$ cat src/rtl/button_event_gen.sv
// button_event_gen
//   Debounces a raw active-low pushbutton and turns it into a held level plus
//   press, auto-repeat and release strobes.
//
//   Ports
//     clk           in   system clock
//     rst_n         in   asynchronous active-low reset
//     en            in   synchronous channel enable (0 parks the FSM in IDLE)
//     butt_n        in   raw pushbutton, asynchronous, active-low
//     pressed       out  debounced level, 1 while the button is held
//     press_pulse   out  one-cycle strobe when a press is accepted
//     repeat_pulse  out  one-cycle strobe per auto-repeat while held
//     release_pulse out  one-cycle strobe when a release is accepted
//     long_press    out  1 from the first auto-repeat until the release
module button_event_gen #(
  parameter int DEBOUNCE_CYC = 1_000_000,
  parameter int HOLD_CYC     = 25_000_000,
  parameter int REPEAT_CYC   = 6_250_000,
  parameter int CNTW         = 26
) (
  input  logic clk,
  input  logic rst_n,
  input  logic en,
  input  logic butt_n,
  output logic pressed,
  output logic press_pulse,
  output logic repeat_pulse,
  output logic release_pulse,
  output logic long_press
);

  localparam logic [CNTW-1:0] DEB_C  = CNTW'(DEBOUNCE_CYC);
  localparam logic [CNTW-1:0] HOLD_C = CNTW'(HOLD_CYC);
  localparam logic [CNTW-1:0] REP_C  = CNTW'(REPEAT_CYC);
  localparam logic [CNTW-1:0] ONE_C  = CNTW'(1);

  typedef enum logic [2:0] {
    IDLE,
    DB_PRESS,
    HELD,
    REPEAT,
    DB_RELEASE
  } state_t;

  state_t          state_q, state_d;
  logic [CNTW-1:0] cnt_q, cnt_d;
  logic            sync1_q, sync1_d;
  logic            sync2_q, sync2_d;
  logic            pressed_q, pressed_d;
  logic            press_pulse_q, press_pulse_d;
  logic            repeat_pulse_q, repeat_pulse_d;
  logic            release_pulse_q, release_pulse_d;
  logic            long_press_q, long_press_d;
  logic            butt_s;
  logic [CNTW-1:0] cnt_inc;

  // Synchronizer resets to "released" (butt_n high) so a button held across
  // reset must be seen through the full debounce again.
  always_comb begin
    sync1_d = butt_n;
    sync2_d = sync1_q;
  end

  assign butt_s  = ~sync2_q;
  assign cnt_inc = cnt_q + ONE_C;

  always_comb begin
    state_d         = state_q;
    cnt_d           = cnt_q;
    pressed_d       = pressed_q;
    long_press_d    = long_press_q;
    press_pulse_d   = 1'b0;
    repeat_pulse_d  = 1'b0;
    release_pulse_d = 1'b0;

    if (!en) begin
      // Disable silently drops everything: no release strobe is generated.
      state_d      = IDLE;
      cnt_d        = '0;
      pressed_d    = 1'b0;
      long_press_d = 1'b0;
    end else begin
      unique case (state_q)
        IDLE: begin
          if (butt_s) begin
            state_d = DB_PRESS;
            cnt_d   = ONE_C;
          end
        end
        DB_PRESS: begin
          if (!butt_s) begin
            state_d = IDLE;
            cnt_d   = '0;
          end else if (cnt_q == DEB_C) begin
            state_d       = HELD;
            cnt_d         = ONE_C;
            pressed_d     = 1'b1;
            press_pulse_d = 1'b1;
          end else begin
            cnt_d = cnt_inc;
          end
        end
        HELD: begin
          if (!butt_s) begin
            state_d = DB_RELEASE;
            cnt_d   = ONE_C;
          end else if (cnt_q == HOLD_C) begin
            state_d        = REPEAT;
            cnt_d          = ONE_C;
            long_press_d   = 1'b1;
            repeat_pulse_d = 1'b1;
          end else begin
            cnt_d = cnt_inc;
          end
        end
        REPEAT: begin
          if (!butt_s) begin
            state_d = DB_RELEASE;
            cnt_d   = ONE_C;
          end else if (cnt_q == REP_C) begin
            cnt_d          = ONE_C;
            repeat_pulse_d = 1'b1;
          end else begin
            cnt_d = cnt_inc;
          end
        end
        DB_RELEASE: begin
          if (butt_s) begin
            // Release bounce: resume the interval from scratch, no strobe.
            state_d = long_press_q ? REPEAT : HELD;
            cnt_d   = ONE_C;
          end else if (cnt_q == DEB_C) begin
            state_d         = IDLE;
            cnt_d           = '0;
            pressed_d       = 1'b0;
            long_press_d    = 1'b0;
            release_pulse_d = 1'b1;
          end else begin
            cnt_d = cnt_inc;
          end
        end
        default: begin
          state_d      = IDLE;
          cnt_d        = '0;
          pressed_d    = 1'b0;
          long_press_d = 1'b0;
        end
      endcase
    end
  end

  always_ff @(posedge clk or negedge rst_n) begin
    if (!rst_n) begin
      sync1_q         <= 1'b1;
      sync2_q         <= 1'b1;
      state_q         <= IDLE;
      cnt_q           <= '0;
      pressed_q       <= 1'b0;
      press_pulse_q   <= 1'b0;
      repeat_pulse_q  <= 1'b0;
      release_pulse_q <= 1'b0;
      long_press_q    <= 1'b0;
    end else begin
      sync1_q         <= sync1_d;
      sync2_q         <= sync2_d;
      state_q         <= state_d;
      cnt_q           <= cnt_d;
      pressed_q       <= pressed_d;
      press_pulse_q   <= press_pulse_d;
      repeat_pulse_q  <= repeat_pulse_d;
      release_pulse_q <= release_pulse_d;
      long_press_q    <= long_press_d;
    end
  end

  assign pressed       = pressed_q;
  assign press_pulse   = press_pulse_q;
  assign repeat_pulse  = repeat_pulse_q;
  assign release_pulse = release_pulse_q;
  assign long_press    = long_press_q;

endmodule

$ cat config.mk
export PLATFORM = sky130hd
export DESIGN_NAME = button_event_gen
export DESIGN_NICKNAME = d
export VERILOG_FILES = /design/src/rtl/button_event_gen.sv
export SDC_FILE = /design/constraint.sdc
export NUM_CORES = 1
export LEC_CHECK = 0
export CAP_MARGIN = 30
export CORE_UTILIZATION = 60
export DETAILED_ROUTE_END_ITERATION = 10
export PLACE_DENSITY = 0.79
export SLEW_MARGIN = 20
export SYNTH_ARGS = -nofsm -noshare
export SYNTH_HDL_FRONTEND = slang
export SYNTH_SLANG_ARGS = --single-unit
$ cat constraint.sdc
create_clock -name clk -period 2.9 [get_ports clk]
set_input_delay 0.29 -clock clk [delete_from_list [all_inputs] [get_ports clk]]
set_output_delay 0.29 -clock clk [all_outputs]
set_load 0.02 [all_outputs]
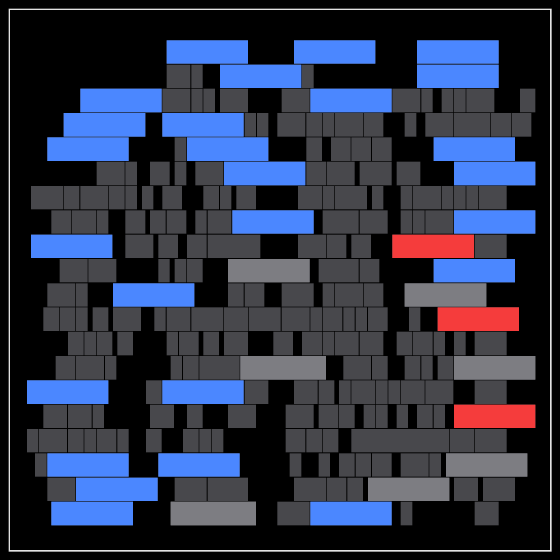
Figure 1: sequential cells coloured by netlist name.
Other sequential cells in the stronger grey, the rest of the logic in the fainter grey.
signal	colour	placed flops
state_q	red	3
cnt_q	blue	26
not coloured	7

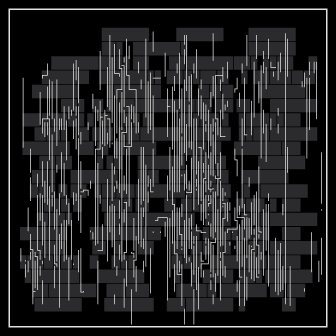
Figure 2: met2 routing.
Cells faint in the background.
nets with wire on the layer	203
wire length on this layer	2,170 um
main direction	vertical
share of all routed wire	48%

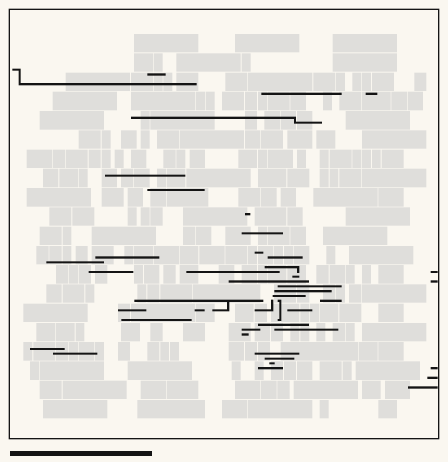
Figure 3: M3 wires.
The bar under the picture is 20 um long. Cells faint in the background.
wire length on this layer	272 um
share of all routed wire	6.0%
nets with wire on the layer	36

==> out/metrics.sh <==
PLACE_INST=274
SYNTH_ASYNC_SR_FLOP_SHARE_PCT=100
INSTANCE_TALLY_AFTER_LOGIC_SYNTHESIS=228
NET-SWITCHING-POWER_uW=225
CP_SLOWEST_CELL='dfrtp_1'
FINAL.SETUP_SKEW_PS=9.51
TIMING.REG2REG.WORST_PATH_DEPTH=9
GRT_UTIL_MET1_PCT=36.8
P_CLK_SHARE_PCT=37.7
CLOCKBUFFERDEPTH=2
CRIT_CHAIN='inv_1 -> ha_1 -> nor4b_1 -> nand4_1 -> o211ai_2 -> o22a_2 -> a21oi_4 -> and3_1 -> a221o_1'
INVERTERS=5
BUFFERS_EXCL_CLOCK=11
LARGEST_REGISTER='cnt_q'
SETUP.WORST_PATH.END='cnt_q[15]'
ADDER_AND_MAJORITY_CELL_FRACTION_OF_THE_SYNTHESIZED_AREA_PCT=1.22
DRIVE_ABOVE_1_SHARE_PCT=7.56
SYNTHAOIAREAFRAC_PCT=15.4
NCLKBUFFERS=6
FIRST_GLOBAL_VIAS=1655
TOP_CELL_AREA_SHARE_PCT=41.5
GRT_FIRST_PASS_WIRELENGTH_UM=7560
WORST_SLEW_PIN_SLEW_PS=460
YS_AREA_MM2=0.00205
TAP_CELLS=44
P_SW_SHARE_PCT=24.0
SEQAREAFRACTION_PCT=40.3
NUMBER_OF_VIOLATIONS_REPORTED_AT_THE_END_OF_DETAILED_ROUTING_ITERATION_0=141
ROW_COUNT=20
WIRELENGTH_MET1_UM=2000
PLACEMENT.IO_BUFFERS=8
CRITICAL_PATH_PEAK_FANOUT=18
ANTENNA_VIOLATING_NETS_POST_ROUTE=0
FINAL_CELL_MIX='dfrtp_1, nor2_1, nand2_1'
POST_SYNTH_MAIN_AREA_CONTRIBUTORS='dfrtp_1, nor2_1, nand2_1'
COMB.MULTI_INPUT.COUNT=178
TOP_LAYER_USED='met4'
YOSYSUNIQUECELLTYPES=50
SYNTHSIMPLEGATEAREAFRAC_PCT=30.8
YOSYSSEQAREASHARE_PCT=44.1
REMAINING_DRC_ERRORS=0
XOR_SHARE_PCT=5.55
POST_LAYOUT_NONFILLER_INSTANCES=282
CLK_PIN_SLEW_PS=110
POWER.LEAKAGE_uW=0.000961
IRDROPWORSTVDD_mV=0.367
DESIGN.FINAL.NETS=243
SYNTH_TOP_FLOP_CELL='dfrtp_1'
R2R-START='cnt_q[0]'
POSTLAYOUTCOREUTIL_PCT=71.1
GRT_OVERFLOW_TOTAL=0
MEAN_ROUTED_WIRELENGTH_PER_CELL_UM=16.1
COMB_SHARE_PCT=48.4
FINAL_MAX_SLEW_VIOL_COUNT=0
FP.DIEH_UM=60.5
YOSYSCELLCOUNT=228
CLOCK_POWER_uW=353
ANTENNA_FOUND_INITIAL=0
MAX_POWER_GROUP='registers'
LARGEST_REG_FLOPS=26
CTS_POST_SETUP_BUFFERS_INSERTED=0
DIE_AREA_MM2=0.00366
PRE_CTS_WS_PS=495
NETLIST_AREA_MM2=0.00205
H_TREE_LEVELS=2
CRITICAL_PATH.N_BUFFERS_INVERTERS=1
YS_TOP_LOGIC_FAMILY='simple AND/OR/NAND/NOR gates'
P_SEQ_uW=517
STATUS='finished clean'
SYNTH_DOMINANT_CELL_COUNT='dfrtp_1'
LAYOUT.AREA.TOP_CLASS='combinational gates'
TRITONCTS='yes'
FIN_TOTAL_PWR_uW=937
WORST_SETUP_PATH_END_KIND='register'
GP_CONGESTION=0.851
SETUP_SLACK_PS=471
FLOORPLANUTILIZATION_PCT=65.0
COMBPWRFRAC_PCT=7.2
QUANTITY_OF_GATES_RESIZED_FOLLOWING_CTS=0
SETUP-TNS-FINAL_PS=0
P_COMB_uW=67.6
MIN_TO='sync1_q'
